--- config.mk ---
export PLATFORM = sky130hd
export DESIGN_NAME = reg_writeback_queue
export DESIGN_NICKNAME = d
export VERILOG_FILES = /design/src/rtl/reg_writeback_queue.sv
export SDC_FILE = /design/constraint.sdc
export NUM_CORES = 1
export LEC_CHECK = 0
export CAP_MARGIN = 10
export CORE_AREA = 2 2 276 224
export CTS_CLUSTER_SIZE = 25
export DETAILED_ROUTE_END_ITERATION = 16
export DIE_AREA = 0 0 278 226
export GPL_TIMING_DRIVEN = 1
export SLEW_MARGIN = 10
export SYNTH_ARGS = -nofsm -noshare
export SYNTH_HDL_FRONTEND = slang
export SYNTH_SLANG_ARGS = --single-unit
--- constraint.sdc ---
create_clock -name clk -period 3.8 [get_ports clk]
set_clock_uncertainty 0.2 [all_clocks]
set_input_delay 0.38 -clock clk [delete_from_list [all_inputs] [get_ports clk]]
set_output_delay 0.38 -clock clk [all_outputs]
set_load 0.02 [all_outputs]
--- src/rtl/reg_writeback_queue.sv ---
// reg_writeback_queue: buffers ALU (dest, data) results and drains them onto the
// register file write port, forwarding pending values to readers.
module reg_writeback_queue #(
    parameter int DEPTH  = 4,
    parameter int DATA_W = 32,
    parameter int ADDR_W = 5
) (
    input  logic                     clk,
    input  logic                     reset_n,
    input  logic                     in_valid,
    output logic                     in_ready,
    input  logic [ADDR_W-1:0]        in_dest,
    input  logic [DATA_W-1:0]        in_data,
    input  logic                     drain_hold,
    output logic                     rf_write_enable,
    output logic [ADDR_W-1:0]        rf_reg_dest,
    output logic [DATA_W-1:0]        rf_data_input,
    input  logic [ADDR_W-1:0]        fwd_src1,
    input  logic [ADDR_W-1:0]        fwd_src2,
    output logic                     fwd_hit1,
    output logic                     fwd_hit2,
    output logic [DATA_W-1:0]        fwd_data1,
    output logic [DATA_W-1:0]        fwd_data2,
    output logic [$clog2(DEPTH):0]   count
);
    localparam int PW = $clog2(DEPTH);
    localparam int CW = PW + 1;

    logic [ADDR_W-1:0] dest_mem [DEPTH];
    logic [DATA_W-1:0] data_mem [DEPTH];
    logic [PW-1:0]     head_q, head_d, tail_q, tail_d;
    logic [CW-1:0]     count_q, count_d;
    logic              we_q, we_d;
    logic [ADDR_W-1:0] dest_q, dest_d;
    logic [DATA_W-1:0] data_q, data_d;
    logic              push, pop;

    assign in_ready        = count_q < CW'(DEPTH);
    assign push            = in_valid && in_ready;
    assign pop             = (count_q != '0) && !drain_hold;
    assign count           = count_q;
    assign rf_write_enable = we_q;
    assign rf_reg_dest     = dest_q;
    assign rf_data_input   = data_q;

    always_comb begin
        head_d  = pop ? head_q + PW'(1) : head_q;
        tail_d  = push ? tail_q + PW'(1) : tail_q;
        count_d = count_q + CW'(push) - CW'(pop);
        we_d    = pop;
        dest_d  = pop ? dest_mem[head_q] : dest_q;
        data_d  = pop ? data_mem[head_q] : data_q;
    end

    always_ff @(posedge clk or negedge reset_n) begin
        if (!reset_n) begin
            head_q  <= '0;
            tail_q  <= '0;
            count_q <= '0;
            we_q    <= 1'b0;
            dest_q  <= '0;
            data_q  <= '0;
        end else begin
            head_q  <= head_d;
            tail_q  <= tail_d;
            count_q <= count_d;
            we_q    <= we_d;
            dest_q  <= dest_d;
            data_q  <= data_d;
        end
    end

    // Storage needs no reset: only entries below count are ever observed.
    always_ff @(posedge clk) begin
        if (push) begin
            dest_mem[tail_q] <= in_dest;
            data_mem[tail_q] <= in_data;
        end
    end

    // Scan oldest to youngest so the youngest matching entry wins.
    always_comb begin
        fwd_hit1  = we_q && (dest_q == fwd_src1);
        fwd_hit2  = we_q && (dest_q == fwd_src2);
        fwd_data1 = fwd_hit1 ? data_q : '0;
        fwd_data2 = fwd_hit2 ? data_q : '0;
        for (int i = 0; i < DEPTH; i++) begin
            if (CW'(i) < count_q && dest_mem[head_q + PW'(i)] == fwd_src1) begin
                fwd_hit1  = 1'b1;
                fwd_data1 = data_mem[head_q + PW'(i)];
            end
            if (CW'(i) < count_q && dest_mem[head_q + PW'(i)] == fwd_src2) begin
                fwd_hit2  = 1'b1;
                fwd_data2 = data_mem[head_q + PW'(i)];
            end
        end
    end
endmodule

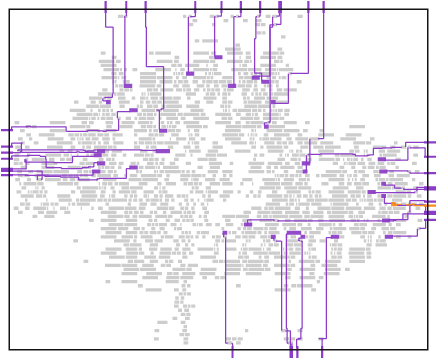
*I/O nets highlighted, run 1*
Scale: 1.5 px per µm.
fwd_data2 -> purple  # bits 32, direction output, end cells 32, buffers 39, wire 2180 µm
fwd_hit2 -> orange  # bits 1, direction output, end cells 1, buffers 1, wire 20.3 µm

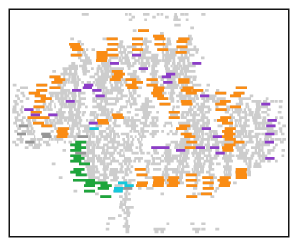
*Sequential cells coloured by netlist name, run 1*
Scale: 1 px per µm. Other sequential cells in the stronger grey, the rest of the logic in the fainter grey.
data_mem -> orange  # sequential cells 128
rf_data_input -> purple  # sequential cells 32
rf_reg_dest -> cyan  # sequential cells 5, where south
dest_mem -> green  # sequential cells 20, where south-west
not coloured = 8
storage element area: 5580 µm²
fin util: 33.4%
Seq/total area: 27.7%
Seq. pwr: 3300 µW

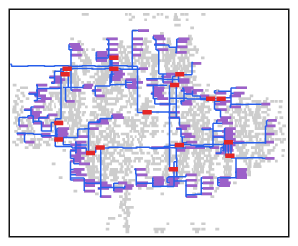
*Clock wires, drivers and flops, run 1*
Scale: 1 px per µm.
cells driving clock nets -> red  # count 17
flip-flops -> purple  # count 193
clock wires -> blue  # length 2760 µm
routed clock nets = 18

==> impl_metrics.env, run 1 <==
# yosys + openroad results
export IMPL_met1_length_um=23200
export IMPL_cts_tree="done"
export IMPL_syn_to_final_growth_pct=47.1
export IMPL_layout_top_cells="189 x mux2i_1, 160 x buf_4, 148 x edfxtp_1, 92 x and2_1, 91 x clkdlybuf4s50_1"
export IMPL_comb_area_share_pct=43.8
export IMPL_vdd_ir_drop_max_uv=478
export IMPL_cp_buffers_inverters=6
export IMPL_synthFlopType="edfxtp_1"
export IMPL_cp_slowest_cell="mux4_2"
export IMPL_fa_ha_area_share_pct=0.877
export IMPL_cts_max_path_buffers=2
export IMPL_aoi_share_pct=15.3
export IMPL_ys_cells=1181
export IMPL_holdBufCountCts=1
export IMPL_p_leak_uw=0.00777
export IMPL_nonClkBufAreaFrac_pct=20.6
export IMPL_post_cts_buffers=44
export IMPL_endpoint_kind="output pin"
export IMPL_reg2reg_depth=7
export IMPL_largest_register="data_mem"
export IMPL_synth_cell_types=49
export IMPL_nNetsFinal=1526
export IMPL_port_buffer_count=158
export IMPL_nNonClkInverters=10
export IMPL_ys_sh_simple_pct=9.66
export IMPL_crit_type="flip-flop to output pin"
export IMPL_hold_ws_ns=0.136
export IMPL_signal_buffers=381
export IMPL_use_met1_pct=21.0
export IMPL_start_kind="flip-flop"
export IMPL_grt_busiest_layer="met2"
export IMPL_hpwl_um=34300
export IMPL_critPathMaxFanout=12
export IMPL_vias_per_cell=5.01
export IMPL_setup_viol=59
export IMPL_status="complete, but fails checks"
export IMPL_largest_area_cell="edfxtp_1"
export IMPL_track_usage_pct=15.5
export IMPL_fp_util_pct=22.7
export IMPL_floorplan_nets=1241
export IMPL_grt_use_met3_pct=2.82
export IMPL_critical_path_top_delay_family="buffers and inverters"
export IMPL_worst_slack_ns=-0.137
export IMPL_rr_startpoint="head_q[1]"
export IMPL_grt_pass1_wl_um=72700
export IMPL_enable_flop_cells=148
export IMPL_largest_reg_flops=128
export IMPL_numSynthFlops=193
export IMPL_core_um2=60300
export IMPL_fp_row_count=81
export IMPL_netlist_area_um2=13700
export IMPL_endpoint="fwd_data1[1]"
export IMPL_area_leaders="edfxtp_1 32%, mux2i_1 17%, dfrtp_1 8.2%"
export IMPL_largest_cell_class="multi-input combinational cells"
export IMPL_warnings=32
export IMPL_wl_per_cell_um=22.7
export IMPL_flops=193
export IMPL_drive_gt1_share_pct=41.1
export IMPL_layoutNonFillerInstCount=2269
export IMPL_ys_chip_area_um2=13700
export IMPL_hold_class="primary input to async pin"
export IMPL_comb_power_share_pct=67.7
export IMPL_switching_share_pct=46.6
export IMPL_met2_length_um=24000
export IMPL_vias=11362
export IMPL_crit_path_cell_trace="buf_12 > mux4_2 > xor2_1 > nor4_2 > buf_4 > buf_4 > a21oi_4 > buf_12 > buf_12 > a221oi_2 > o31ai_2 > buf_4"
export IMPL_common_cells="234 x mux2i_1, 148 x edfxtp_1, 97 x and2_1"
export IMPL_maxSlewViolCount=0
export IMPL_nClkBuffers=19
export IMPL_avgSynthCellArea_um2=11.6
export IMPL_failed_checks="negative setup slack"
### Placement by cell class, run 1

Scale: 1 px per µm.
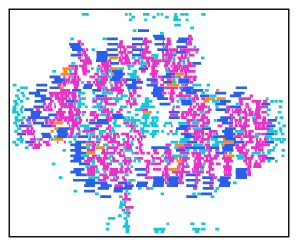

## Run 2: what changed since run 1
Settings changed: CELL_PAD_IN_SITES_DETAIL_PLACEMENT from default to 2, CELL_PAD_IN_SITES_GLOBAL_PLACEMENT from default to 2, PLACE_DENSITY_LB_ADDON from default to 0.1.
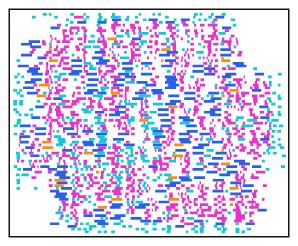
*Placement by cell class, run 2*
Scale: 1 px per µm.
other buffers and delay cells -> cyan  # cells 420, share of their area 24%
clock drivers and dummy loads -> orange  # cells 32, share of their area 3.3%
flip-flops -> blue  # cells 193, share of their area 28%
all other logic -> magenta  # cells 873, share of their area 45%
# rows: 81
fin util: 34.8%

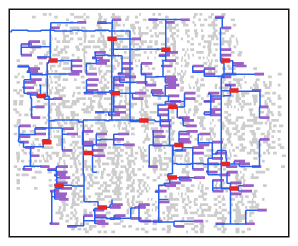
*Clock wires, drivers and flops, run 2*
Scale: 1 px per µm.
cells driving clock nets -> red  # count 17
flip-flops -> purple  # count 193
clock wires -> blue  # length 3430 µm
routed clock nets = 18

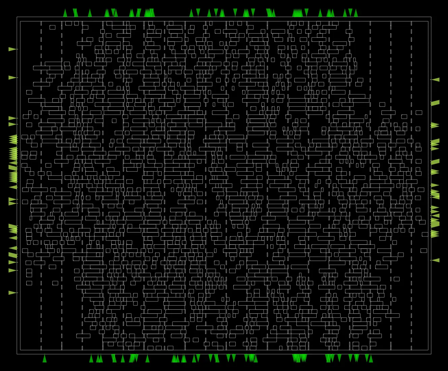
*Placement view, run 2*
CORE AREA: 60300 µm²
Non-Filler Instances: 2306
Flops: 193

==> run 2 against run 1 <==
Compared with the run above: the run still ends with negative setup slack left; final area increased by 4.2%; combinational power increased by 9%; synthesized cell count unchanged; power increased by 8.7%; critical path depth increased by 1; first-iteration DRC count decreased by 42%; count of clock-buffer cells in the layout decreased by 1.
==> impl_metrics.env, run 2 <==
# yosys + openroad results
export IMPL_nClkBuffers=18
export IMPL_common_cells="234 x mux2i_1, 148 x edfxtp_1, 97 x and2_1"
export IMPL_enable_flop_cells=148
export IMPL_synth_cell_types=49
export IMPL_p_seq_uw=3230
export IMPL_use_met1_pct=26.4
export IMPL_port_buffer_count=158
export IMPL_p_leak_uw=0.00819
export IMPL_crit_path_cell_trace="buf_12 > buf_6 > mux4_2 > buf_4 > xor2_1 > nor4_2 > buf_4 > o21ai_4 > buf_12 > buf_4 > mux2i_2 > o221ai_4 > buf_6"
export IMPL_sh_seq_area_pct=26.6
export IMPL_seq_area_um2=5580
export IMPL_post_cts_buffers=46
export IMPL_nonClkBufAreaFrac_pct=22.4
export IMPL_grt_use_met3_pct=2.82
export IMPL_status="complete, but fails checks"
export IMPL_signal_buffers=420
export IMPL_grt_busiest_layer="met2"
export IMPL_reg2reg_depth=10
export IMPL_start_kind="flip-flop"
export IMPL_nNonClkInverters=10
export IMPL_avgSynthCellArea_um2=11.6
export IMPL_critical_path_top_delay_family="buffers and inverters"
export IMPL_comb_area_share_pct=42.9
export IMPL_synthFlopType="edfxtp_1"
export IMPL_critPathMaxFanout=14
export IMPL_largest_reg_flops=128
export IMPL_track_usage_pct=19.3
export IMPL_area_leaders="edfxtp_1 32%, mux2i_1 17%, dfrtp_1 8.2%"
export IMPL_netlist_area_um2=13700
export IMPL_ys_chip_area_um2=13700
export IMPL_aoi_share_pct=15.3
export IMPL_max_freq_mhz=251
export IMPL_comb_power_share_pct=68.5
export IMPL_fa_ha_area_share_pct=0.877
export IMPL_largest_area_cell="edfxtp_1"
export IMPL_place_ws_ns=-0.360
export IMPL_synth_seq_share_pct=40.7
export IMPL_numSynthFlops=193
export IMPL_switching_share_pct=45.4
export IMPL_worst_slack_ns=-0.191
export IMPL_rr_startpoint="head_q[0]"
export IMPL_antenna_cells=0
export IMPL_hold_ws_ns=0.315
export IMPL_cts_sinks=193
export IMPL_cts_max_path_buffers=2
export IMPL_met1_length_um=29500
export IMPL_crit_type="flip-flop to output pin"
export IMPL_vdd_ir_drop_max_uv=416
export IMPL_largest_cell_class="multi-input combinational cells"
export IMPL_endpoint_kind="output pin"
export IMPL_cp_startpoint="head_q[0]"
export IMPL_vias_per_cell=4.95
export IMPL_wl_per_cell_um=26.4
export IMPL_holdBufCountCts=1
export IMPL_maxSlewViolCount=0
export IMPL_wirelength_um=60800
export IMPL_largest_register="data_mem"
export IMPL_cts_tree="done"
export IMPL_failed_checks="negative setup slack"
export IMPL_setup_viol=66
export IMPL_met2_length_um=28600
export IMPL_dpl_cell_area_um2=17800
export IMPL_cp_buffers_inverters=7
export IMPL_ys_sh_simple_pct=9.66
export IMPL_hold_viol=0
export IMPL_fp_util_pct=22.7
export IMPL_top_cell_area_share_pct=32.4
export IMPL_layout_top_cells="200 x mux2i_1, 182 x buf_4, 148 x edfxtp_1, 91 x clkdlybuf4s50_1, 90 x and2_1"
export IMPL_ys_cells=1181
export IMPL_endpoint="fwd_data2[23]"
export IMPL_syn_to_final_growth_pct=53.2
export IMPL_drive_gt1_share_pct=43.0
export IMPL_floorplan_nets=1241
export IMPL_hpwl_um=39900
export IMPL_warnings=32
No activity file was given, so power comes from the tool's default toggle rates.
